`src/rtl/serial_adder_pkg.sv`:
```
// Shared types for the serial nibble adder.
// Nibble width and sequencer state encoding.
package serial_adder_pkg;

  localparam int NIBBLE_W = 4;

  typedef enum logic [1:0] {
    IDLE,
    RUN,
    DONE
  } state_t;

endpackage

```
`src/rtl/nibble_adder.sv`:
```
// Combinational 4-bit ripple-carry slice.
// Shared by every nibble of a serial add.
module nibble_adder
  import serial_adder_pkg::*;
(
  input  logic [NIBBLE_W-1:0] a,
  input  logic [NIBBLE_W-1:0] b,
  input  logic                cin,
  output logic [NIBBLE_W-1:0] s,
  output logic                cout
);

  logic [NIBBLE_W:0] c;

  always_comb begin
    s    = '0;
    c    = '0;
    c[0] = cin;
    for (int i = 0; i < NIBBLE_W; i++) begin
      s[i]   = a[i] ^ b[i] ^ c[i];
      c[i+1] = (a[i] & b[i]) | (c[i] & (a[i] ^ b[i]));
    end
  end

  assign cout = c[NIBBLE_W];

endmodule

```
`src/rtl/serial_nibble_adder_ctrl.sv`:
```
// Multi-cycle WIDTH-bit adder on one shared nibble slice, LS nibble first.
// Define SUBTRACT_EN to add the sub port (a-b via ~b and carry-in 1).
module serial_nibble_adder_ctrl
  import serial_adder_pkg::*;
#(
  parameter int WIDTH = 16
) (
  input  logic             clk,
  input  logic             rst,
  input  logic             in_valid,
  output logic             in_ready,
  input  logic [WIDTH-1:0] a,
  input  logic [WIDTH-1:0] b,
`ifdef SUBTRACT_EN
  input  logic             sub,
`endif
  output logic             out_valid,
  input  logic             out_ready,
  output logic [WIDTH-1:0] sum,
  output logic             cout
);

  localparam int NIB = WIDTH / NIBBLE_W;
  localparam int CW  = $clog2(NIB) + 1;
  localparam int SW  = CW + 3;
  localparam logic [WIDTH-1:0] NMASK =
    WIDTH'({NIBBLE_W{1'b1}});

  state_t state, state_n;

  logic [CW-1:0]    cnt;
  logic [WIDTH-1:0] a_reg, b_reg, sum_reg;
  logic             carry;
  logic             accept, step, inv;

  logic [SW-1:0]       sh;
  logic [NIBBLE_W-1:0] na, nb, ns;
  logic                nc;

`ifdef SUBTRACT_EN
  assign inv = sub;
`else
  assign inv = 1'b0;
`endif

  always_ff @(posedge clk) begin
    if (rst) state <= IDLE;
    else     state <= state_n;
  end

  always_comb begin
    state_n   = state;
    in_ready  = 1'b0;
    out_valid = 1'b0;
    accept    = 1'b0;
    step      = 1'b0;
    unique case (state)
      IDLE: begin
        in_ready = 1'b1;
        if (in_valid) begin
          accept  = 1'b1;
          state_n = RUN;
        end
      end
      RUN: begin
        step = 1'b1;
        if (cnt == CW'(NIB - 1)) state_n = DONE;
      end
      DONE: begin
        out_valid = 1'b1;
        if (out_ready) state_n = IDLE;
      end
      default: state_n = IDLE;
    endcase
  end

  // Bit offset of the nibble being processed this cycle
  assign sh = SW'(cnt) * SW'(NIBBLE_W);
  assign na = NIBBLE_W'(a_reg >> sh);
  assign nb = NIBBLE_W'(b_reg >> sh);

  nibble_adder u_slice (
    .a    (na),
    .b    (nb),
    .cin  (carry),
    .s    (ns),
    .cout (nc)
  );

  always_ff @(posedge clk) begin
    if (rst) begin
      a_reg   <= '0;
      b_reg   <= '0;
      sum_reg <= '0;
      cnt     <= '0;
      carry   <= 1'b0;
    end else if (accept) begin
      a_reg <= a;
      b_reg <= inv ? ~b : b;
      cnt   <= '0;
      carry <= inv;
    end else if (step) begin
      sum_reg <= (sum_reg & ~(NMASK << sh))
               | (WIDTH'(ns) << sh);
      carry   <= nc;
      cnt     <= cnt + 1'b1;
    end
  end

  assign sum  = sum_reg;
  assign cout = carry;

endmodule
```
`config.mk`:
```
export PLATFORM = sky130hd
export DESIGN_NAME = serial_nibble_adder_ctrl
export DESIGN_NICKNAME = d
export VERILOG_FILES = /design/src/rtl/serial_adder_pkg.sv /design/src/rtl/nibble_adder.sv /design/src/rtl/serial_nibble_adder_ctrl.sv
export SDC_FILE = /design/constraint.sdc
export NUM_CORES = 1
export LEC_CHECK = 0
export ABC_CLOCK_PERIOD_IN_PS = 5150
export CAP_MARGIN = 20
export CORE_MARGIN = 2
export CORE_UTILIZATION = 53
export DETAILED_ROUTE_END_ITERATION = 10
export PLACE_DENSITY = 0.95
export SYNTH_ARGS = -nofsm -noshare
export SYNTH_HDL_FRONTEND = slang
export SYNTH_SLANG_ARGS = --single-unit
```
`constraint.sdc`:
```
create_clock -name clk -period 5.15 [get_ports clk]
set_input_delay 1.545 -clock clk [delete_from_list [all_inputs] [get_ports clk]]
set_output_delay 1.545 -clock clk [all_outputs]
set_load 0.02 [all_outputs]
```
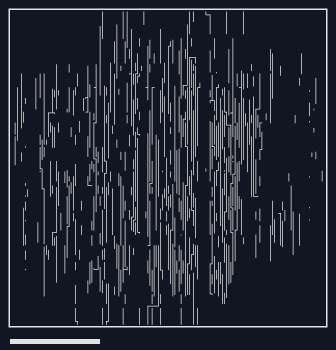
Fig. 1. M2 wires (run 1).
Bar = 20 um.
longest straight run = 28.2 um
main direction = vertical
wire length on this layer = 2370 um
share of all routed wire = 50%
nets with wire on the layer = 276
DRT Wirelength: 4.74 mm
total via count after detailed routing: 1881
met2 Use GR: 35.8%

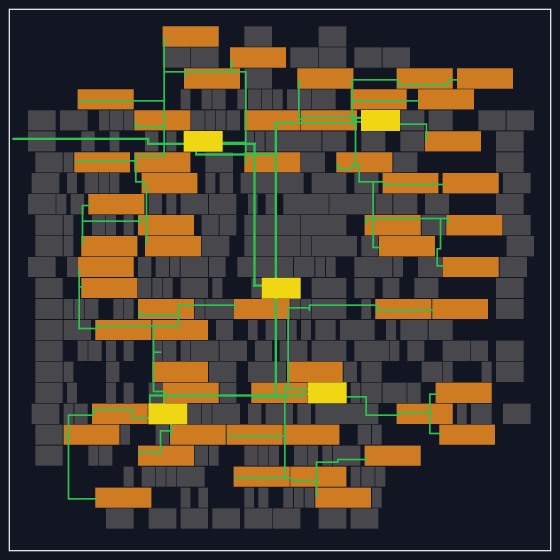
Fig. 2. Clock wires, drivers and flops (run 1).
clock wires -> green  # length 544 um
clock-net drivers -> yellow  # count 5
flip-flops -> orange  # count 54
flops lie = spread over the die
routed clock nets = 6
final worst clock skew: 0.00288 ns
latest clock arrival within the worst-skew pair: 0.30 ns
clock group total power: 218 uW

==> metrics.sh, run 1 <==
AOI_SHARE_PCT=17.2
SYNTHDOMINANTAREACELLTYPE='sky130_fd_sc_hd__dfxtp_1'
OUTCOME='completed'
POSTSYNTHREGISTERBITS=54
FIRST_GLOBAL_VIAS=1831
CTS_HOLD_REPAIR.BUFFERS=0
POST-SYNTH-TOP-COUNT-CELL='sky130_fd_sc_hd__nand2_1'
TOP_POWER_GROUP='sequential cells'
FIN_NETS=345
FINALCRITPERIODSHARE_PCT=63.5
NUMBER_OF_BUFFERS_ON_THE_LONGEST_CLOCK_PATH=2
DETAIL-ROUTE-ANTENNA-NETS=0
TIMING.SETUP.TNS_NS=0
NETLIST-CELL-TYPE-COUNT=24
NETSWITCHINGFRACTION_PCT=25.1
CTS_RESIZED=0
INITIAL_ANTENNA_VIOLATION_COUNT=0
SYNTH.CELLMIX.ADDERSHARE_PCT=6.16
NUMBER_OF_NETS_AT_FLOORPLAN=297
NWELLTAPS=52
WORST_SETUP_PATH_STARTPOINT='cnt[1]'
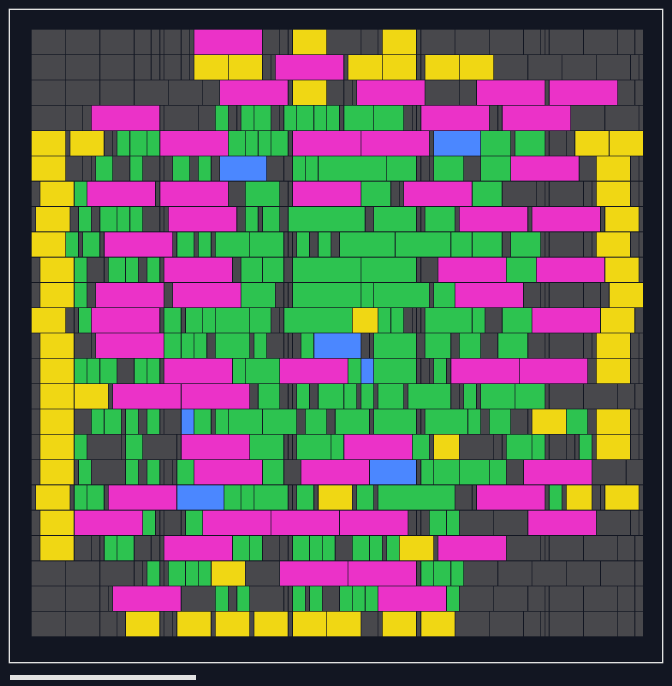
Fig. 3. Placement by cell class (run 1).
Bar = 20 um. Fill, decap, tap and diode cells in grey.
registers -> magenta  # cells 54
remaining buffers and delay cells -> yellow  # cells 57
clock drivers and dummy loads -> blue  # cells 7
remaining logic cells -> green  # cells 182
share of the core filled with cells: 68.6%
Final Cell Area: 2950 um^2
placement row count: 24
flop share of the area: 36.7%
core outline area: 4290 um^2

run 1: worst register-to-register path, cell delays in order (launching register included):
cell,delay [ns]
sky130_fd_sc_hd__dfxtp_1,0.70
sky130_fd_sc_hd__buf_4,0.32
sky130_fd_sc_hd__mux2i_1,0.21
sky130_fd_sc_hd__o22ai_1,0.11
sky130_fd_sc_hd__fa_1,0.42
sky130_fd_sc_hd__fa_1,0.38
sky130_fd_sc_hd__inv_1,0.08
sky130_fd_sc_hd__fa_1,0.16
sky130_fd_sc_hd__inv_1,0.05
sky130_fd_sc_hd__fa_1,0.50
sky130_fd_sc_hd__a22o_1,0.23
run 1: layer usage:
metal  vias up  track usage [%]  wire, um
met5         -                0         0
met4         0             5.77        53
met3         6             4.47       192
met2        47             35.8      2370
met1       873             26.1      2130
li1        955                -         -
==> run 1 -> run 2 <==
Settings changed: ABC_CLOCK_PERIOD_IN_PS 5150 to 3360, CORE_UTILIZATION 53 to 49, PLACE_DENSITY 0.95 to 0.91.
Clock period 5.15 ns to 3.36 ns, I/O delays scaled along.
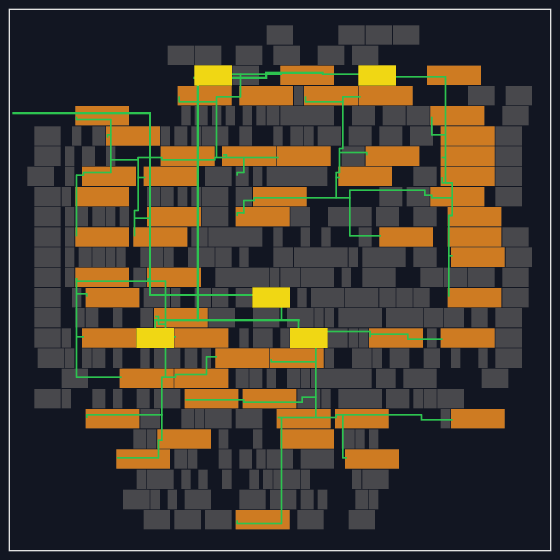
Fig. 4. Clock wires, drivers and flops (run 2).
clock wires -> green  # length 549 um
flip-flops -> orange  # count 54
clock-net drivers -> yellow  # count 5
routed clock nets = 6

==> metrics.sh, run 2 <==
SYNTHESIS.AREA_PER_INSTANCE_UM2=9.19
FIN_WORST_SKEW_NS=0.00768  # +0.00480 ns
NETSWITCHINGFRACTION_PCT=26.0  # +0.82 points
WORST_SKEW_PAIR.LATE_LATENCY_NS=0.31  # about the same
GRT_USE_MET2_PCT=33.9  # -1.8 points
FIN_NETS=347  # +0.58%
SYNTH.CELLMIX.ADDERSHARE_PCT=6.16  # unchanged
DR_TOTAL_VIAS=1856  # -1.3%
FIRST_GLOBAL_VIAS=1830  # -0.055%
AOI_SHARE_PCT=17.2  # unchanged
CORE_OUTLINE_AREA_UM2=4630  # +7.8%
WORST_SETUP_PATH_STARTPOINT='cnt[1]'
NUMBER_OF_NETS_AT_FLOORPLAN=297  # unchanged
DETAIL-ROUTE-ANTENNA-NETS=0  # unchanged
CTS_RESIZED=0  # unchanged
NUM_ROWS=25  # +4.2%
FINALCRITPERIODSHARE_PCT=87.6  # +24 points
POWER.CLOCK.TOTAL_uW=353  # +62%
GRTUSAGEMET3_PCT=4.56  # +0.085 points
TIMING.SETUP.TNS_NS=0  # unchanged
NETLIST-CELL-TYPE-COUNT=24  # unchanged
OUTCOME='completed'
INITIAL_ANTENNA_VIOLATION_COUNT=0  # unchanged
USE_MET1_PCT=23.6  # -2.5 points
NUMBER_OF_BUFFERS_ON_THE_LONGEST_CLOCK_PATH=2  # unchanged
DRT-TOTAL-WL_MM=4.67  # -1.6%
FINAL_CORE_UTILIZATION_PCT=64.3  # -4.3 points
SYNTHDOMINANTAREACELLTYPE='sky130_fd_sc_hd__dfxtp_1'
CTS_HOLD_REPAIR.BUFFERS=0  # unchanged
TOP_POWER_GROUP='sequential cells'
run 2: cell counts after synthesis:
No cell type changed its count.
run 2: metal layers:
metal / up-vias / wire length (um)
met5: - / 0
met4: 0 / 84
met3: 8 / 203
met2: 51 / 2320
met1: 835 / 2060
li1: 962 / -
run 2: per-stage QoR:
step                worst slack, ns  total power, mW
floorplan                     0.368            0.805
global placement              0.555            0.878
detailed placement            0.451            0.884
CTS                           0.430             1.23
global route                  0.240             1.28
finish                        0.415             1.22
run 2: final cells by class:
class | instances | area, um^2
Clock inverter | 3 | 21.3
Timing Repair Buffer | 59 | 578
Fill cell | 403 | 1650
Tap cell | 54 | 67.6
Sequential cell | 54 | 1080
Clock buffer | 5 | 68.8
Multi-Input combinational cell | 173 | 1130
Inverter | 9 | 33.8
Power figures rest on the tool's default switching activity, not on a simulated workload.
